$ cat config.mk
export PLATFORM = sky130hd
export DESIGN_NAME = hazard_ctrl_flat
export DESIGN_NICKNAME = d
export VERILOG_FILES = /design/src/rtl/hazard_pkg.sv /design/src/rtl/hazard_ctrl_if.sv /design/src/rtl/hazard_load_use_cmp.sv /design/src/rtl/hazard_ctrl.sv /design/src/flat_wrapper.sv
export SDC_FILE = /design/constraint.sdc
export NUM_CORES = 1
export LEC_CHECK = 0
export CAP_MARGIN = 20
export CORE_AREA = 2 2 42 44
export CTS_BUF_LIST = sky130_fd_sc_hd__clkbuf_8
export DETAILED_ROUTE_END_ITERATION = 7
export DIE_AREA = 0 0 44 46
export GPL_TIMING_DRIVEN = 0
export PLACE_DENSITY = 0.79
export SKIP_CTS_REPAIR_TIMING = 1
export SYNTH_ARGS = -nofsm -noshare
export SYNTH_HDL_FRONTEND = slang
export SYNTH_HIERARCHICAL = 1
export SYNTH_SLANG_ARGS = --single-unit
$ cat constraint.sdc
create_clock -name clk -period 1.75 [get_ports clk]
set_input_delay 0.35 -clock clk [delete_from_list [all_inputs] [get_ports clk]]
set_output_delay 0.35 -clock clk [all_outputs]
set_load 0.005 [all_outputs]
$ cat src/rtl/hazard_pkg.sv
// Shared definitions for the pipeline hazard controller.
// Contents: controller state encoding (2 bits), default drain length and the
// syscall code that terminates the program.
package hazard_pkg;

  localparam logic [1:0] HZ_RUN   = 2'd0;
  localparam logic [1:0] HZ_DRAIN = 2'd1;
  localparam logic [1:0] HZ_ISSUE = 2'd2;
  localparam logic [1:0] HZ_HALT  = 2'd3;

  typedef enum logic [1:0] {
    StRun   = HZ_RUN,
    StDrain = HZ_DRAIN,
    StIssue = HZ_ISSUE,
    StHalt  = HZ_HALT
  } hz_state_e;

  // Bubbles inserted ahead of a syscall; legal range 1..7.
  localparam int unsigned DRAIN_CYCLES_DEF = 3;
  localparam int unsigned DrainCntW        = 3;

  // $v0 value of the exit syscall.
  localparam logic [31:0] SYSCALL_EXIT_CODE = 32'd10;

endpackage

$ cat src/rtl/hazard_ctrl_if.sv
// Bundle between the hazard controller and the pipeline.
// master: controller view (decode / pipeline-register fields in, write/clear controls out).
// slave : pipeline view (the reverse).
// With HAZARD_PERF_CNT_EN defined, two 32-bit performance counters are added.
interface hazard_ctrl_if;

  logic [4:0]  idRs;
  logic [4:0]  idRt;
  logic        idUsesRt;
  logic        idSyscall;
  logic        idSyscallExit;
  logic        exeMemRead;
  logic [4:0]  exeRt;
  logic        memBranchTaken;

  logic        pcWrite;
  logic        ifIdWrite;
  logic        ifIdReset;
  logic        idExeWrite;
  logic        idExeReset;
  logic        exeMemReset;
  logic        syscallFire;
  logic        halted;
`ifdef HAZARD_PERF_CNT_EN
  logic [31:0] stallCount;
  logic [31:0] flushCount;
`endif

  modport master (
    input  idRs, idRt, idUsesRt, idSyscall, idSyscallExit, exeMemRead, exeRt, memBranchTaken,
    output pcWrite, ifIdWrite, ifIdReset, idExeWrite, idExeReset, exeMemReset, syscallFire,
    output halted
`ifdef HAZARD_PERF_CNT_EN
    , output stallCount, flushCount
`endif
  );

  modport slave (
    output idRs, idRt, idUsesRt, idSyscall, idSyscallExit, exeMemRead, exeRt, memBranchTaken,
    input  pcWrite, ifIdWrite, ifIdReset, idExeWrite, idExeReset, exeMemReset, syscallFire,
    input  halted
`ifdef HAZARD_PERF_CNT_EN
    , input stallCount, flushCount
`endif
  );

endinterface

$ cat src/rtl/hazard_load_use_cmp.sv
// Load-use register-match comparator.
// Inputs : ID source fields (rs, rt, rt-used flag), ID/EXE memRead and rt.
// Output : hazard_o, set when the load in EXE writes a register the ID instruction reads.
module hazard_load_use_cmp (
  input  logic [4:0] id_rs_i,
  input  logic [4:0] id_rt_i,
  input  logic       id_uses_rt_i,
  input  logic       exe_mem_read_i,
  input  logic [4:0] exe_rt_i,
  output logic       hazard_o
);

  logic rs_match;
  logic rt_match;

  always_comb begin
    rs_match = (exe_rt_i == id_rs_i);
    rt_match = id_uses_rt_i && (exe_rt_i == id_rt_i);
    // $zero is never really written, so a load targeting it cannot create a dependency.
    hazard_o = exe_mem_read_i && (exe_rt_i != 5'd0) && (rs_match || rt_match);
  end

endmodule

$ cat src/rtl/hazard_ctrl.sv
// Pipeline hazard controller: load-use bubbles, taken-branch flushes (branches resolve in
// MEM), syscall drain/issue and program halt.
// Ports: clk, reset (synchronous, active-high), hz (hazard_ctrl_if.master).
// Parameter DRAIN_CYCLES (1..7): bubbles inserted before a syscall leaves ID.
// Optional macro HAZARD_PERF_CNT_EN adds stallCount / flushCount counters.
module hazard_ctrl
  import hazard_pkg::*;
#(
  parameter int unsigned DRAIN_CYCLES = DRAIN_CYCLES_DEF
) (
  input  logic          clk,
  input  logic          reset,
  hazard_ctrl_if.master hz
);

  hz_state_e            state_q, state_d;
  logic [DrainCntW-1:0] cnt_q, cnt_d;
  logic                 load_use;
  logic                 flush;

  logic pc_write, if_id_write, if_id_reset, id_exe_write, id_exe_reset, exe_mem_reset;
  logic syscall_fire, halted;

  hazard_load_use_cmp u_load_use_cmp (
    .id_rs_i        (hz.idRs),
    .id_rt_i        (hz.idRt),
    .id_uses_rt_i   (hz.idUsesRt),
    .exe_mem_read_i (hz.exeMemRead),
    .exe_rt_i       (hz.exeRt),
    .hazard_o       (load_use)
  );

  always_comb begin
    state_d       = state_q;
    cnt_d         = cnt_q;
    flush         = 1'b0;
    pc_write      = 1'b1;
    if_id_write   = 1'b1;
    if_id_reset   = 1'b0;
    id_exe_write  = 1'b1;
    id_exe_reset  = 1'b0;
    exe_mem_reset = 1'b0;
    syscall_fire  = 1'b0;
    halted        = 1'b0;

    if (reset) begin
      // Outputs stay at RUN defaults; state/counter clear in the register.
    end else if (state_q == StHalt) begin
      pc_write     = 1'b0;
      if_id_write  = 1'b0;
      id_exe_write = 1'b0;
      halted       = 1'b1;
    end else if (hz.memBranchTaken) begin
      // Everything younger than the branch is wrong-path, including a draining syscall.
      flush         = 1'b1;
      if_id_reset   = 1'b1;
      id_exe_reset  = 1'b1;
      exe_mem_reset = 1'b1;
      state_d       = StRun;
    end else begin
      unique case (state_q)
        StRun: begin
          if (hz.idSyscall) begin
            pc_write     = 1'b0;
            if_id_write  = 1'b0;
            id_exe_reset = 1'b1;
            cnt_d        = DrainCntW'(DRAIN_CYCLES);
            state_d      = (cnt_d == DrainCntW'(1)) ? StIssue : StDrain;
          end else if (load_use) begin
            pc_write     = 1'b0;
            if_id_write  = 1'b0;
            id_exe_reset = 1'b1;
          end
        end
        StDrain: begin
          pc_write     = 1'b0;
          if_id_write  = 1'b0;
          id_exe_reset = 1'b1;
          cnt_d        = cnt_q - DrainCntW'(1);
          state_d      = (cnt_d == DrainCntW'(1)) ? StIssue : StDrain;
        end
        StIssue: begin
          syscall_fire = 1'b1;
          state_d      = hz.idSyscallExit ? StHalt : StRun;
        end
        default: state_d = StRun;
      endcase
    end
  end

  always_ff @(posedge clk) begin
    if (reset) begin
      state_q <= StRun;
      cnt_q   <= '0;
    end else begin
      state_q <= state_d;
      cnt_q   <= cnt_d;
    end
  end

  assign hz.pcWrite     = pc_write;
  assign hz.ifIdWrite   = if_id_write;
  assign hz.ifIdReset   = if_id_reset;
  assign hz.idExeWrite  = id_exe_write;
  assign hz.idExeReset  = id_exe_reset;
  assign hz.exeMemReset = exe_mem_reset;
  assign hz.syscallFire = syscall_fire;
  assign hz.halted      = halted;

`ifdef HAZARD_PERF_CNT_EN
  logic [31:0] stall_cnt_q, stall_cnt_d;
  logic [31:0] flush_cnt_q, flush_cnt_d;

  always_comb begin
    stall_cnt_d = stall_cnt_q + 32'(!pc_write && !halted);
    flush_cnt_d = flush_cnt_q + 32'(flush);
  end

  always_ff @(posedge clk) begin
    if (reset) begin
      stall_cnt_q <= '0;
      flush_cnt_q <= '0;
    end else begin
      stall_cnt_q <= stall_cnt_d;
      flush_cnt_q <= flush_cnt_d;
    end
  end

  assign hz.stallCount = stall_cnt_q;
  assign hz.flushCount = flush_cnt_q;
`endif

endmodule

$ cat src/flat_wrapper.sv
// flat-port wrapper written by rule: the top's interface ports become plain ports
module hazard_ctrl_flat import hazard_pkg::*;
#(
  parameter int unsigned DRAIN_CYCLES = DRAIN_CYCLES_DEF
)
  (clk, reset, hz_idRs, hz_idRt, hz_idUsesRt, hz_idSyscall, hz_idSyscallExit, hz_exeMemRead, hz_exeRt, hz_memBranchTaken, hz_pcWrite, hz_ifIdWrite, hz_ifIdReset, hz_idExeWrite, hz_idExeReset, hz_exeMemReset, hz_syscallFire, hz_halted);
  hazard_ctrl_if hz_i ();
  input  logic clk;
  input  logic reset;
  input wire logic [$bits(hz_i.idRs)-1:0] hz_idRs;
  input wire logic [$bits(hz_i.idRt)-1:0] hz_idRt;
  input wire logic [$bits(hz_i.idUsesRt)-1:0] hz_idUsesRt;
  input wire logic [$bits(hz_i.idSyscall)-1:0] hz_idSyscall;
  input wire logic [$bits(hz_i.idSyscallExit)-1:0] hz_idSyscallExit;
  input wire logic [$bits(hz_i.exeMemRead)-1:0] hz_exeMemRead;
  input wire logic [$bits(hz_i.exeRt)-1:0] hz_exeRt;
  input wire logic [$bits(hz_i.memBranchTaken)-1:0] hz_memBranchTaken;
  output wire logic [$bits(hz_i.pcWrite)-1:0] hz_pcWrite;
  output wire logic [$bits(hz_i.ifIdWrite)-1:0] hz_ifIdWrite;
  output wire logic [$bits(hz_i.ifIdReset)-1:0] hz_ifIdReset;
  output wire logic [$bits(hz_i.idExeWrite)-1:0] hz_idExeWrite;
  output wire logic [$bits(hz_i.idExeReset)-1:0] hz_idExeReset;
  output wire logic [$bits(hz_i.exeMemReset)-1:0] hz_exeMemReset;
  output wire logic [$bits(hz_i.syscallFire)-1:0] hz_syscallFire;
  output wire logic [$bits(hz_i.halted)-1:0] hz_halted;
  assign hz_i.idRs = hz_idRs;
  assign hz_i.idRt = hz_idRt;
  assign hz_i.idUsesRt = hz_idUsesRt;
  assign hz_i.idSyscall = hz_idSyscall;
  assign hz_i.idSyscallExit = hz_idSyscallExit;
  assign hz_i.exeMemRead = hz_exeMemRead;
  assign hz_i.exeRt = hz_exeRt;
  assign hz_i.memBranchTaken = hz_memBranchTaken;
  assign hz_pcWrite = hz_i.pcWrite;
  assign hz_ifIdWrite = hz_i.ifIdWrite;
  assign hz_ifIdReset = hz_i.ifIdReset;
  assign hz_idExeWrite = hz_i.idExeWrite;
  assign hz_idExeReset = hz_i.idExeReset;
  assign hz_exeMemReset = hz_i.exeMemReset;
  assign hz_syscallFire = hz_i.syscallFire;
  assign hz_halted = hz_i.halted;
  hazard_ctrl #(.DRAIN_CYCLES(DRAIN_CYCLES)) u_core (.clk(clk), .reset(reset), .hz(hz_i));
endmodule
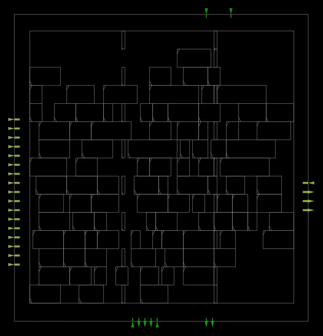
*Cell placement*
tap cell count: 17
number of cells in the finished layout apart from fillers: 115

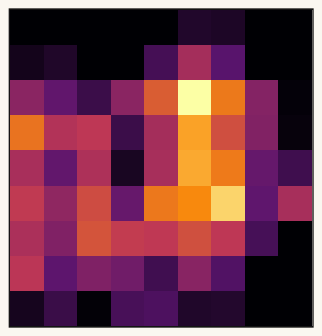
*Signal metal coverage by tile*
9 x 9 tiles, from black (low) to pale yellow (high), scaled to the fullest tile. Values are wire area over tile area, all layers added.
tiles over half the peak: 24%
fullest tile: 0.35
nearly empty tiles: 24%
mean over tiles: 0.10
per-cell routed wire length: 11.5 um
overall track demand over capacity in global routing: 14.0%
via count of the routed design: 576

==> results.py <==
# Flow results
metrics = {
    "synth": {
        "synth_cells": 65,
        "commonest_cells_in_the_netlist": "xor2_1 (7), a21oi_1 (5), dfxtp_1 (5), nor2_1 (4), xnor2_1 (4)",
        "yosysUniqueCellTypes": 31,
        "most_common_cell": "xor2_1",
        "synth_flop_count": 5,
        "synthArstFlopShare_pct": 0,
        "syn-mean-instance-area_um2": 8.01,
        "synth.yosys.chip_area_um2": 520,
        "synthDominantCellAreaShare_pct": 19.2,
        "synth_seq_share_pct": 19.2,
        "netlist_area_um2": 520,
        "ys_cells": 65,
        "yosys_most_used_dff": "dfxtp_1",
        "post_synth_tally_of_flip_flops_with_integrated_enable": 0,
        "synth_warnings": 6,
        "synth_area_leader_cell": "dfxtp_1",
        "synthesis.nets": 89,
        "area_leaders": "dfxtp_1 (19%), xor2_1 (12%), xnor2_1 (6.7%)",
    },
    "power": {
        "power.share.combinational_pct": 30.5,
        "clockPowerShare_pct": 43.3,
        "comb_power_mw": 0.146,
        "clockNetworkPower_mw": 0.207,
        "worst_ir_drop_vdd_mv": 0.345,
        "p_leak_nw": 0.489,
        "netSwitchingFraction_pct": 25.4,
        "internal-power_mw": 0.356,
        "power_switching_mw": 0.121,
        "power.sequential.fraction_pct": 26.1,
        "p_seq_mw": 0.125,
        "power_density_mw_per_mm2": 514,
        "total_power_mw": 0.478,
        "largestPowerGroup": "the clock network",
    },
    "setup_path": {
        "worst_setup_slack_for_register_to_register_paths_ns": 0.44,
        "cp_data_arrival_time_ns": 1.73,
        "crit_required_ns": 1.40,
        "cp_slowest_cell": "clkdlybuf4s50_1",
        "worst-setup-path-type": "input port to output port",
        "cp_startpoint_kind": "input port",
        "endpoint_kind": "output port",
        "crit_chain": "clkdlybuf4s50_1, xnor2_1, nand3_1, a21oi_2, nor2_1, nor2_1, o21ai_2, buf_4, buf_6",
        "worst_path_most_repeated_cell": "nor2_1",
        "slowest_delay_ns": 0.47,
        "worstPathMaxFanout": 2,
    },
    "job": {
        "tool_warnings": 29,
        "number_of_max_capacitance_violations_reported": 0,
    },
    "route": {
        "via_per_inst": 5.01,
        "final_antenna_net_count": 0,
        "firstDrtPassIters": 6,
        "met2_length_um": 718,
        "first_iter_violations": 8,
        "drt-total-wl_mm": 1.32,
        "topRoutingLayerUsed": "met3",
        "detailroute.wirelength.met3_um": 89,
        "met1_wirelength_um": 513,
        "detail_route.drc_violations": 0,
    },
    "floorplanning": {
        "die_x_um": 44,
        "die-area_mm2": 0.00202,
        "floorplan.die.height_um": 46,
        "floorplanUtilization_pct": 32.2,
        "placement_rows": 15,
        "floorplan.io_pins": 30,
        "design.core.area_mm2": 0.00161,
    },
    "final_timing": {
        "worst_path_setup_slack_after_routing_ns": -0.326,
        "final_tally_of_max_slew_violations": 0,
        "worst_clock_skew_ns": 0.00125,
        "unrepaired_setup_endpoints_after_global_routing": "true",
        "finalSetupViolCount": 5,
        "max_slew_margin_pct": 83.3,
        "finalWorstPathRequiredPeriod_ns": 2.08,
        "finalClockPeriodUsage_pct": 119,
        "final.setup.tns_ns": -1.14,
        "hold_viol": 0,
        "worst_hold_slack_ns": 0.399,
        "worstMarginPinSlew_ns": 0.247,
        "timing_limited_maximum_frequency_mhz": 482,
    },
    "finish": {
        "antenna_cells_inserted": 0,
        "fillers": 156,
        "final_non_filler_cell_area_um2": 930,
        "area_growth_pct": 78.6,
        "finish.net_count": 123,
        "layout.core_utilization_pct": 57.6,
        "drive_gt1_share_pct": 32.7,
    },
    "global_route": {
        "grt_util_met3_pct": 6.35,
        "gr-usage-met1_pct": 12.9,
        "antenna_found_initial": 0,
        "first_global_vias": 551,
        "grt_start_max_net_pins": 11,
        "grt_most_used_layer": "met2",
        "grt-ovfl-total": 0,
        "grt_pass1_wl_mm": 2.08,
        "globalRouteMet2Util_pct": 27.1,
    },
    "clocking": {
        "root_buffer": "clkbuf_8",
        "htree_depth": 1,
        "cts_buffers": 3,
        "clk_path_buf_depth": 2,
        "cts.reportedPaths.clkPinSlew_ns": 0.03,
        "clock_tree_from_tritoncts": "yes",
        "insertion_delay_late_pin_ns": 0.22,
        "clkSinkCount": 5,
    },
    "placement": {
        "detail_placement_hpwl_mm": 1.06,
        "dp_slack_ns": -1.09,
        "port-buffer-count": 29,
        "globalplace.congestion": 0.771,
        "dpl_cell_area_um2": 832,
        "dp_cells": 111,
    },
    "min_path": {
        "hp-class": "input port to flip-flop",
    },
    "outcome": {
        "run_status": "finished with violations",
        "violations": "negative setup slack",
    },
}
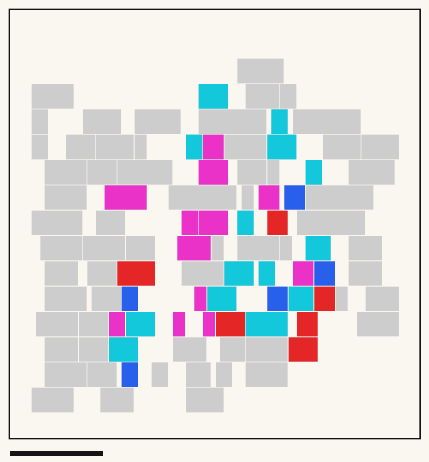
*Logic cells by family*
Scale bar: 10 um.
[red] AND and OR gates | cells: 6
[blue] NAND gates | cells: 5
[cyan] inverting AOI/OAI gates | cells: 14
[magenta] NOR gates | cells: 12 | where: center
most frequent standard cell in the layout excluding fill and tap cells: dlymetal6s2s_1
logic gate fraction of the total cell area: 43.1%

[sequential cells by signal (all words and copies together), names as in the netlist]
name,count
u_core/state_q,2
u_core/cnt_q,3
[final timing paths]
check | start | to | depth (start not counted)
min reg2reg | u_core/cnt_q[0] | u_core/cnt_q[0] | 1
max | hz_idRs[3] | hz_pcWrite | 9
min | reset | u_core/cnt_q[2] | 2
max reg2reg | u_core/cnt_q[0] | u_core/state_q[0] | 5
[worst max-delay path, delay by kind of cell]
kind | cells | cell delay [ns]
AOI/OAI and AO/OA | 2 | 0.26
and+or+nand+nor | 3 | 0.30
xor gates and xnor gates | 1 | 0.11
buffers and inverters | 3 | 0.70
[kinds of logic after synthesis]
| group | after synthesis | synth area share (%) |
|---|---|---|
| xor gates and xnor gates | 11 | 18.5 |
| AOI/OAI and AO/OA | 15 | 20.0 |
| adders and majority gates | 2 | 4.81 |
| buffers and inverters | 9 | 10.1 |
| DFF | 5 | 19.2 |
| and+or+nand+nor | 23 | 27.4 |
[layout by cell type (no fill, tap or decap), types with 3 or more instances in the layout]
master | netlist | final
dlymetal6s2s_1 | 0 | 13
clkdlybuf4s50_1 | 0 | 7
xor2_1 | 7 | 6
buf_6 | 1 | 5
dfxtp_1 | 5 | 5
clkbuf_2 | 0 | 4
a21oi_1 | 5 | 4
xnor2_1 | 4 | 4
clkbuf_8 | 0 | 3
inv_1 | 3 | 3
inv_2 | 2 | 3
nor2_1 | 4 | 3
[final cells by class]
cell class	count	area, um2	share of cell area (%)
plain buffers	4	37.5	4.04
clock buffers	3	41.3	4.44
clock inverters	1	3.75	0.404
inverters	5	18.8	2.02
multi-input cells	51	400	43.1
flip-flops and latches	5	100	10.8
well taps	17	21.3	2.29
repair buffers	29	307	33.0
No activity file was given, so power comes from the tool's default toggle rates.
